--- src/rtl/ram_arbiter_pkg.sv ---
// Shared types and constants for the two-requester RAM arbiter.
package ram_arbiter_pkg;
  localparam int AW_DEF  = 3;
  localparam int DW_DEF  = 8;
  localparam int STATS_W = 16;

  typedef enum logic [1:0] {
    IDLE   = 2'd0,
    ACCESS = 2'd1,
    RESP   = 2'd2
  } state_t;
endpackage

--- src/rtl/ram_arbiter_if.sv ---
// Bundle of requester handshake and RAM pin signals around the arbiter.
// slave  = arbiter side, master = requesters plus RAM side.
interface ram_arbiter_if
  import ram_arbiter_pkg::*;
#(
  parameter int AW = AW_DEF,
  parameter int DW = DW_DEF
);
  logic [1:0]    req_valid;
  logic [1:0]    req_ready;
  logic [1:0]    req_we;
  logic [AW-1:0] req_addr0;
  logic [AW-1:0] req_addr1;
  logic [DW-1:0] req_wdata0;
  logic [DW-1:0] req_wdata1;
  logic [1:0]    rsp_valid;
  logic [DW-1:0] rsp_rdata;
  logic          ram_we;
  logic [AW-1:0] ram_addr;
  logic [DW-1:0] ram_din;
  logic [DW-1:0] ram_dout;

  modport slave (
    input  req_valid, req_we, req_addr0, req_addr1, req_wdata0, req_wdata1, ram_dout,
    output req_ready, rsp_valid, rsp_rdata, ram_we, ram_addr, ram_din
  );

  modport master (
    output req_valid, req_we, req_addr0, req_addr1, req_wdata0, req_wdata1, ram_dout,
    input  req_ready, rsp_valid, rsp_rdata, ram_we, ram_addr, ram_din
  );
endinterface

--- src/rtl/ram_arbiter_rr_arb2.sv ---
// Combinational 2-way round-robin grant; one-hot or zero output.
module rr_arb2 (
  input  logic [1:0] i_valid,
  input  logic       i_last_grant,
  output logic [1:0] o_grant
);
  // A lone requester wins; on a tie the one not granted last wins.
  always_comb begin
    o_grant = 2'b00;
    case (i_valid)
      2'b01:   o_grant = 2'b01;
      2'b10:   o_grant = 2'b10;
      2'b11:   o_grant = i_last_grant ? 2'b01 : 2'b10;
      default: o_grant = 2'b00;
    endcase
  end
endmodule

--- src/rtl/ram_arbiter.sv ---
// Round-robin arbiter sharing one single-port synchronous RAM between two
// requesters. One transaction in flight: IDLE (grant) -> ACCESS -> RESP.
// Optional grant counters enabled with RAM_ARBITER_STATS_EN.
module ram_arbiter
  import ram_arbiter_pkg::*;
#(
  parameter int AW = AW_DEF,
  parameter int DW = DW_DEF
) (
  input  logic               clk,
  input  logic               rst,
  ram_arbiter_if.slave       bus
`ifdef RAM_ARBITER_STATS_EN
  ,
  output logic [STATS_W-1:0] grant_cnt0,
  output logic [STATS_W-1:0] grant_cnt1
`endif
);
  state_t        r_state;
  state_t        w_state_next;
  logic          r_id;
  logic          r_we;
  logic [AW-1:0] r_addr;
  logic [DW-1:0] r_wdata;
  logic          r_last_grant;
  logic [1:0]    w_grant;
  logic          w_accept;
  logic          w_sel;

  rr_arb2 u_rr_arb2 (
    .i_valid      (bus.req_valid),
    .i_last_grant (r_last_grant),
    .o_grant      (w_grant)
  );

  // Grant only counts in IDLE; w_sel picks which requester's command to latch.
  assign w_accept = (r_state == IDLE) && (w_grant != 2'b00);
  assign w_sel    = w_grant[1];

  // Address and data are held from the last command so dout stays stable in RESP.
  assign bus.ram_addr = r_addr;
  assign bus.ram_din  = r_wdata;

  // Next-state and handshake/response decode.
  always_comb begin
    w_state_next  = r_state;
    bus.req_ready = 2'b00;
    bus.rsp_valid = 2'b00;
    bus.rsp_rdata = '0;
    bus.ram_we    = 1'b0;
    case (r_state)
      IDLE: begin
        bus.req_ready = w_grant;
        if (w_accept) w_state_next = ACCESS;
      end
      ACCESS: begin
        bus.ram_we   = r_we;
        w_state_next = RESP;
      end
      RESP: begin
        bus.rsp_valid = r_id ? 2'b10 : 2'b01;
        bus.rsp_rdata = r_we ? '0 : bus.ram_dout;
        w_state_next  = IDLE;
      end
      default: w_state_next = IDLE;
    endcase
  end

  // State register and command capture on accept.
  always_ff @(posedge clk) begin
    if (rst) begin
      r_state      <= IDLE;
      r_id         <= 1'b0;
      r_we         <= 1'b0;
      r_addr       <= '0;
      r_wdata      <= '0;
      r_last_grant <= 1'b1;
    end else begin
      r_state <= w_state_next;
      if (w_accept) begin
        r_id         <= w_sel;
        r_we         <= bus.req_we[w_sel];
        r_addr       <= w_sel ? bus.req_addr1  : bus.req_addr0;
        r_wdata      <= w_sel ? bus.req_wdata1 : bus.req_wdata0;
        r_last_grant <= w_sel;
      end
    end
  end

`ifdef RAM_ARBITER_STATS_EN
  logic [STATS_W-1:0] r_grant_cnt [2];

  generate
    for (genvar gi = 0; gi < 2; gi++) begin : g_cnt
      // Saturating count of accepted commands for requester gi.
      always_ff @(posedge clk) begin
        if (rst) begin
          r_grant_cnt[gi] <= '0;
        end else if (w_accept && w_grant[gi] && (r_grant_cnt[gi] != {STATS_W{1'b1}})) begin
          r_grant_cnt[gi] <= r_grant_cnt[gi] + 1'b1;
        end
      end
    end
  endgenerate

  assign grant_cnt0 = r_grant_cnt[0];
  assign grant_cnt1 = r_grant_cnt[1];
`endif
endmodule

--- src/flat_wrapper.sv ---
// flat-port wrapper written by rule: the top's interface ports become plain ports
module ram_arbiter_flat import ram_arbiter_pkg::*;
#(
  parameter int AW = AW_DEF,
  parameter int DW = DW_DEF
)
  (clk, rst, bus_req_valid, bus_req_we, bus_req_addr0, bus_req_addr1, bus_req_wdata0, bus_req_wdata1, bus_ram_dout, bus_req_ready, bus_rsp_valid, bus_rsp_rdata, bus_ram_we, bus_ram_addr, bus_ram_din);
  ram_arbiter_if #(.AW(AW), .DW(DW)) bus_i ();
  input  logic clk;
  input  logic rst;
  input wire logic [$bits(bus_i.req_valid)-1:0] bus_req_valid;
  input wire logic [$bits(bus_i.req_we)-1:0] bus_req_we;
  input wire logic [$bits(bus_i.req_addr0)-1:0] bus_req_addr0;
  input wire logic [$bits(bus_i.req_addr1)-1:0] bus_req_addr1;
  input wire logic [$bits(bus_i.req_wdata0)-1:0] bus_req_wdata0;
  input wire logic [$bits(bus_i.req_wdata1)-1:0] bus_req_wdata1;
  input wire logic [$bits(bus_i.ram_dout)-1:0] bus_ram_dout;
  output wire logic [$bits(bus_i.req_ready)-1:0] bus_req_ready;
  output wire logic [$bits(bus_i.rsp_valid)-1:0] bus_rsp_valid;
  output wire logic [$bits(bus_i.rsp_rdata)-1:0] bus_rsp_rdata;
  output wire logic [$bits(bus_i.ram_we)-1:0] bus_ram_we;
  output wire logic [$bits(bus_i.ram_addr)-1:0] bus_ram_addr;
  output wire logic [$bits(bus_i.ram_din)-1:0] bus_ram_din;
  assign bus_i.req_valid = bus_req_valid;
  assign bus_i.req_we = bus_req_we;
  assign bus_i.req_addr0 = bus_req_addr0;
  assign bus_i.req_addr1 = bus_req_addr1;
  assign bus_i.req_wdata0 = bus_req_wdata0;
  assign bus_i.req_wdata1 = bus_req_wdata1;
  assign bus_i.ram_dout = bus_ram_dout;
  assign bus_req_ready = bus_i.req_ready;
  assign bus_rsp_valid = bus_i.rsp_valid;
  assign bus_rsp_rdata = bus_i.rsp_rdata;
  assign bus_ram_we = bus_i.ram_we;
  assign bus_ram_addr = bus_i.ram_addr;
  assign bus_ram_din = bus_i.ram_din;
  ram_arbiter #(.AW(AW), .DW(DW)) u_core (.clk(clk), .rst(rst), .bus(bus_i));
endmodule
--- config.mk ---
export PLATFORM = sky130hd
export DESIGN_NAME = ram_arbiter_flat
export DESIGN_NICKNAME = d
export VERILOG_FILES = /design/src/rtl/ram_arbiter_pkg.sv /design/src/rtl/ram_arbiter_if.sv /design/src/rtl/ram_arbiter_rr_arb2.sv /design/src/rtl/ram_arbiter.sv /design/src/flat_wrapper.sv
export SDC_FILE = /design/constraint.sdc
export NUM_CORES = 1
export LEC_CHECK = 0
export ABC_AREA = 1
export CELL_PAD_IN_SITES_DETAIL_PLACEMENT = 0
export CELL_PAD_IN_SITES_GLOBAL_PLACEMENT = 2
export CORE_MARGIN = 1
export CORE_UTILIZATION = 16
export DETAILED_ROUTE_END_ITERATION = 12
export GPL_ROUTABILITY_DRIVEN = 0
export GPL_TIMING_DRIVEN = 0
export HOLD_SLACK_MARGIN = 0.15
export PLACE_DENSITY = 0.85
export SETUP_SLACK_MARGIN = 0.1
export SYNTH_ARGS = -nofsm -noshare
export SYNTH_HDL_FRONTEND = slang
export SYNTH_SLANG_ARGS = --single-unit
export TNS_END_PERCENT = 10
--- constraint.sdc ---
create_clock -name clk -period 1.7 [get_ports clk]
set_clock_uncertainty 0.15 [all_clocks]
set_input_delay 0.425 -clock clk [delete_from_list [all_inputs] [get_ports clk]]
set_output_delay 0.425 -clock clk [all_outputs]
set_load 0.03 [all_outputs]
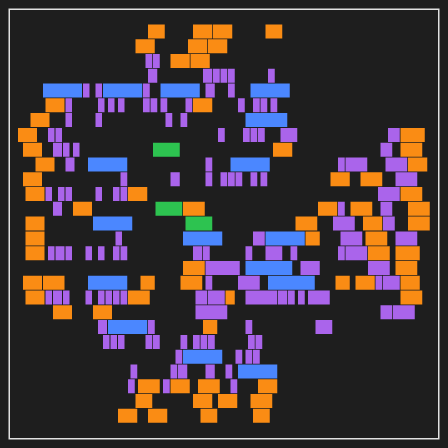
Run 1: placement by cell class
legend:
  clock drivers:
    color: green
    cells: 3
    share_of_their_area: 2.3%
  other buffers and delay cells:
    color: orange
    cells: 68
    share_of_their_area: 39%
  flops:
    color: blue
    cells: 16
    share_of_their_area: 19%
  combinational and other logic:
    color: purple
    cells: 137
    share_of_their_area: 40%
area inside the core boundary: 5570 sq um
number of rows created at floorplan: 27

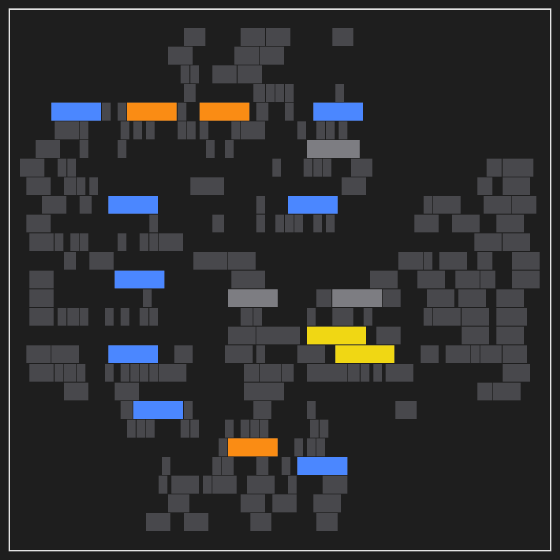
Run 1: register map, names as in the netlist
Other sequential cells in the stronger gray, the rest of the logic in the fainter gray.
legend:
  `u_core.r_state`:
    color: yellow
    placed_flops: 2
  `u_core.bus.ram_addr`:
    color: orange
    placed_flops: 3
  `u_core.bus.ram_din`:
    color: blue
    placed_flops: 8
power drawn by the sequential cells: 447 uW
area used by sequential logic in the layout: 329 sq um
register share of the cell area: 17.7%

==> impl.org, run 1 <==
#+TITLE: Implementation results

** Run status
- Outcome :: finished with violations
- The final reports fail on negative setup slack.

** Worst hold path
- Number of cells on the worst hold path :: 2
- The endpoint of the worst hold path is reported as u_core.r_last_grant.

** Pwr
- P_comb :: 525 uW

** Route
- Detailed Routing Iterations Pass 1 :: 3
- Number of DRC markers after the initial detailed-route iteration :: 21
- Via count normalized by instance count :: 3.78

** Timing
- Final worst setup slack :: -82.5 ps
- Hold is met by 362 ps.
- Hold-check failures listed in the final report amount to 0.
- Per the finish-stage timing summary, setup violations number 12.
- Max Clk Rate :: 561 MHz
- Worst rel slew slack :: 78.5%

** Layout
- There are 16 flip-flops and latches.
- The repair_antennas step left the layout with diodes totalling 0.

** Placed design
- The wire-length estimate of the detail-placed layout is 2.19 mm.

** Synth
- Synthesis inferred 16 register bits.
- Parity-gate share of the synthesized area counting xor and xnor cells :: 0%

** Clocking
- TritonCTS built the clock tree.
- Clock slew at the register clock pins of the worst setup and hold paths :: 60 ps
- The post-CTS hold buffer count recorded in the log is 0.

** Die
- From bottom edge to top edge, the die measures 78.7 um.
- The chip occupies 6200 sq um.
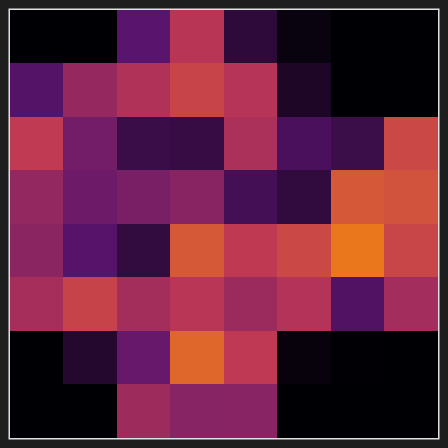
Run 1: local utilization
8 x 8 tiles, from black (low) to pale yellow (high), 0 to 100% covered.
fullest tile: 69%
mean over tiles: 28%
densest ninth of the die: east
nearly empty tiles: 23%

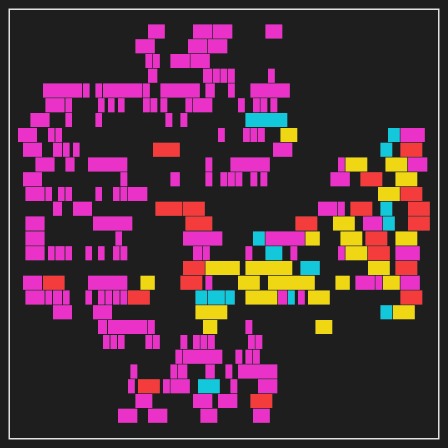
Run 1: sizing map
legend:
  _3 and _4 cells:
    color: yellow
    cells: 24
    most_used: nor2_4
  _6 and larger:
    color: red
    cells: 21
    most_used: buf_6
  _0 and _1 cells:
    color: magenta
    cells: 165
    most_used: nand2_1
  _2 cells:
    color: cyan
    cells: 14
    most_used: nand2_2
final worst setup slack: -82.5 ps
final design area excluding fillers: 1860 sq um
nonclk buf count: 68
relative area change from synthesis to final layout: 97.2%

-- run 1: layer usage --
metal	vias to the layer above	share of wire [%]	track usage (%)
met3	2	7.5	2.76
met4	0	0.44	2.22
li1	607	-	-
met5	-	0	0
met1	470	46	12.7
met2	39	46	18.1
-- run 1: flip-flops by register name, summed over array words and instances, names as in the netlist --
name and count:
u_core.bus.ram_addr 3, u_core.bus.ram_din 8, u_core.r_id 1, u_core.r_last_grant 1, u_core.r_state 2, u_core.r_we 1
-- run 1: timing repair --
item | 4_1_cts | 5_1_grt
resized | 123 | 13
setup buffers | 3 | 0
pin swaps | 3 | 2
endpoints found under the setup margin | 35 | 20
gates cloned | 1 | 0
-- run 1: worst min-delay path, stage by stage (launching register included) --
cell	delay, ps
dfxtp_1	340
nand2_1	70
nand3_1	50
==> run 2: changes to the inputs <==
Settings changed: CORE_UTILIZATION 16 to 15, PLACE_DENSITY 0.85 to 0.84.
Clock period 1.7 ns to 1.6 ns, I/O delays scaled along.
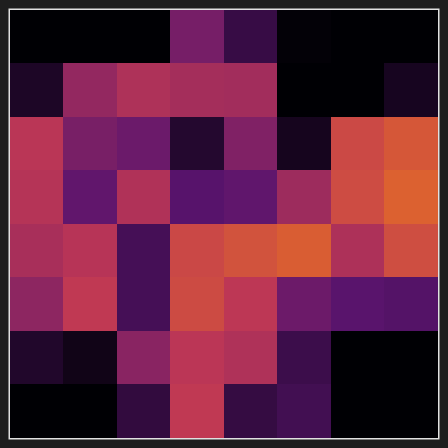
Run 2: local utilization
8 x 8 tiles, from black (low) to pale yellow (high), 0 to 100% covered.
mean over tiles: 28%
fullest tile: 62%
nearly empty tiles: 22%
emptiest ninth of the die: south-east

==> run 2 against run 1 <==
The run still ends with negative setup slack left. Count of clock-buffer cells in the layout unchanged. Die area is 6.5% higher. Combinational power increased by 12%. Hold slack got worse by 5.0 ps. Sequential cell count unchanged.
==> impl.org, run 2 <==
#+TITLE: Implementation results

** Run status
- The flow ran to the end, but the final reports show violations.
- The final reports fail on negative setup slack.

** Pwr
- P_comb :: 587 uW
- Power drawn by the sequential cells :: 475 uW

** Timing
- After layout, the worst setup slack is -131 ps.
- From the final report, the count of setup violators was given as 12.
- Based on the critical path, the design can be clocked at up to 578 MHz.
- Endpoints failing hold in the final report were tallied at 0.
- The max-slew check reports its worst relative slack as 78.8%.

** Layout
- The register with the most flip-flops in the layout has 8 of them.
- The number of antenna diodes in the final layout is 0.
- In the finished design the tool counted flip-flops and latches totalling 16.
- Per the final layout report, the fraction of cells sized above drive strength 1 comes to 31.9%.
- Area used by sequential logic in the layout :: 329 sq um
- The layout report lists the multi-input gate area as 623 sq um.
- In the final design database the tool counted 267 nets.
- Per the layout area report, the sequential fraction of cell area is 17.0%.

** Route
- Per the post-route antenna check, the number of violating nets is 0.
- Total met2 wirelength after detailed routing :: 1.48 mm
- Routed met1 length :: 1.37 mm
- Via count normalized by instance count :: 3.78
- The DRC violation total left in the routed layout is recorded as 0.
- Routed wire length :: 3.10 mm
- According to the report, the first pass of detailed routing completed in 4 iterations.
- Once iteration 0 of detailed routing completed, the report listed 21 DRC markers.
- Highest layer used for signal routing :: met4

** Clocking
- Number of buffers inserted by post-CTS setup repair :: 7
- Clock slew at the register clock pins of the worst setup and hold paths :: 60 ps
- Number of buffers added by the clock tree synthesis step :: 3
- CTS tree :: yes
- Number of cells upsized or downsized after cts :: 143
- The post-CTS hold buffer count recorded in the log is 0.

** GRT
- For met2 alone, demand over resource in global routing was 18.3%.
- Most Used Layer, Global Route :: met2
- Global routing used 2.13% of the available met3 tracks.
- The global routing report lists met1 layer usage as 11.2%.

** Synth
- Per the synthesis report, the dominant area consumer among library cells is dfxtp_1.
- Post-synthesis register bit count :: 16
- Dominant Register Cell :: dfxtp_1

** Job
- The tool warning count for the run is 29.

** Critical path
- In this run the critical register-to-register path is captured at u_core.bus.ram_addr[0].
- The most critical setup path has its startpoint at bus_ram_dout[6].

** Placed design
- HPWL after detailed placement :: 2.21 mm

** Die
- Area inside the core boundary :: 5990 sq um
- According to the floorplan report, the total die area is 6600 sq um.
- The floorplan step set the die height to 81.3 um.
- Number of rows created at floorplan :: 28

** Worst hold path
- Number of cells on the worst hold path :: 2
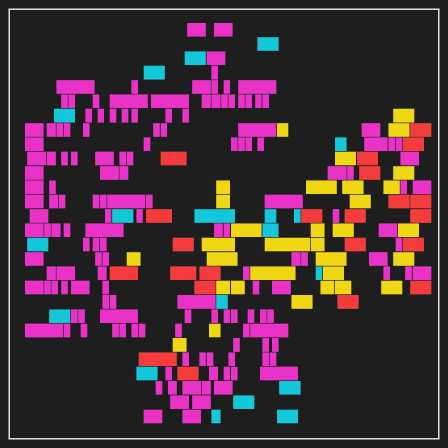
Run 2: sizing map
legend:
  _2 cells:
    color: cyan
    cells: 19
    most_used: clkdlybuf4s15_2
  _0 and _1 cells:
    color: magenta
    cells: 156
    most_used: nand2_1
  _3 and _4 cells:
    color: yellow
    cells: 32
    most_used: nor2_4
  _6 and larger:
    color: red
    cells: 22
    most_used: buf_6
final design area excluding fillers: 1930 sq um
final worst setup slack: -131 ps
nonclk buf count: 73
relative area change from synthesis to final layout: 105%

## run 2: netlist changes by cell type in the layout (fill, tap and decap cells not counted), sizes merged
cell | previous run | this run
clkdlybuf4s50 | 31 | 32
clkinv | 3 | 2
dlygate4sd2 | 5 | 0
clkbuf | 3 | 4
clkdlybuf4s15 | 7 | 11
inv | 17 | 18
buf | 23 | 28
dlymetal6s2s | 2 | 1
## run 2: cells by family after synthesis
logic type	count (synthesis)	synth area share, %
compound gates	3	3.19
buf+inv	26	13.8
flops	16	34.0
simple gates	114	49.0
## run 2: worst reg2reg max path, cell delays in order (launching register included)
cell,delay [ps]
dfxtp_4,350
buf_4,140
nor2_4,140
o21ai_4,140
buf_6,170
nand2_1,60
nand2_1,40
nor2_1,100
Power figures rest on the tool's default switching activity, not on a simulated workload.
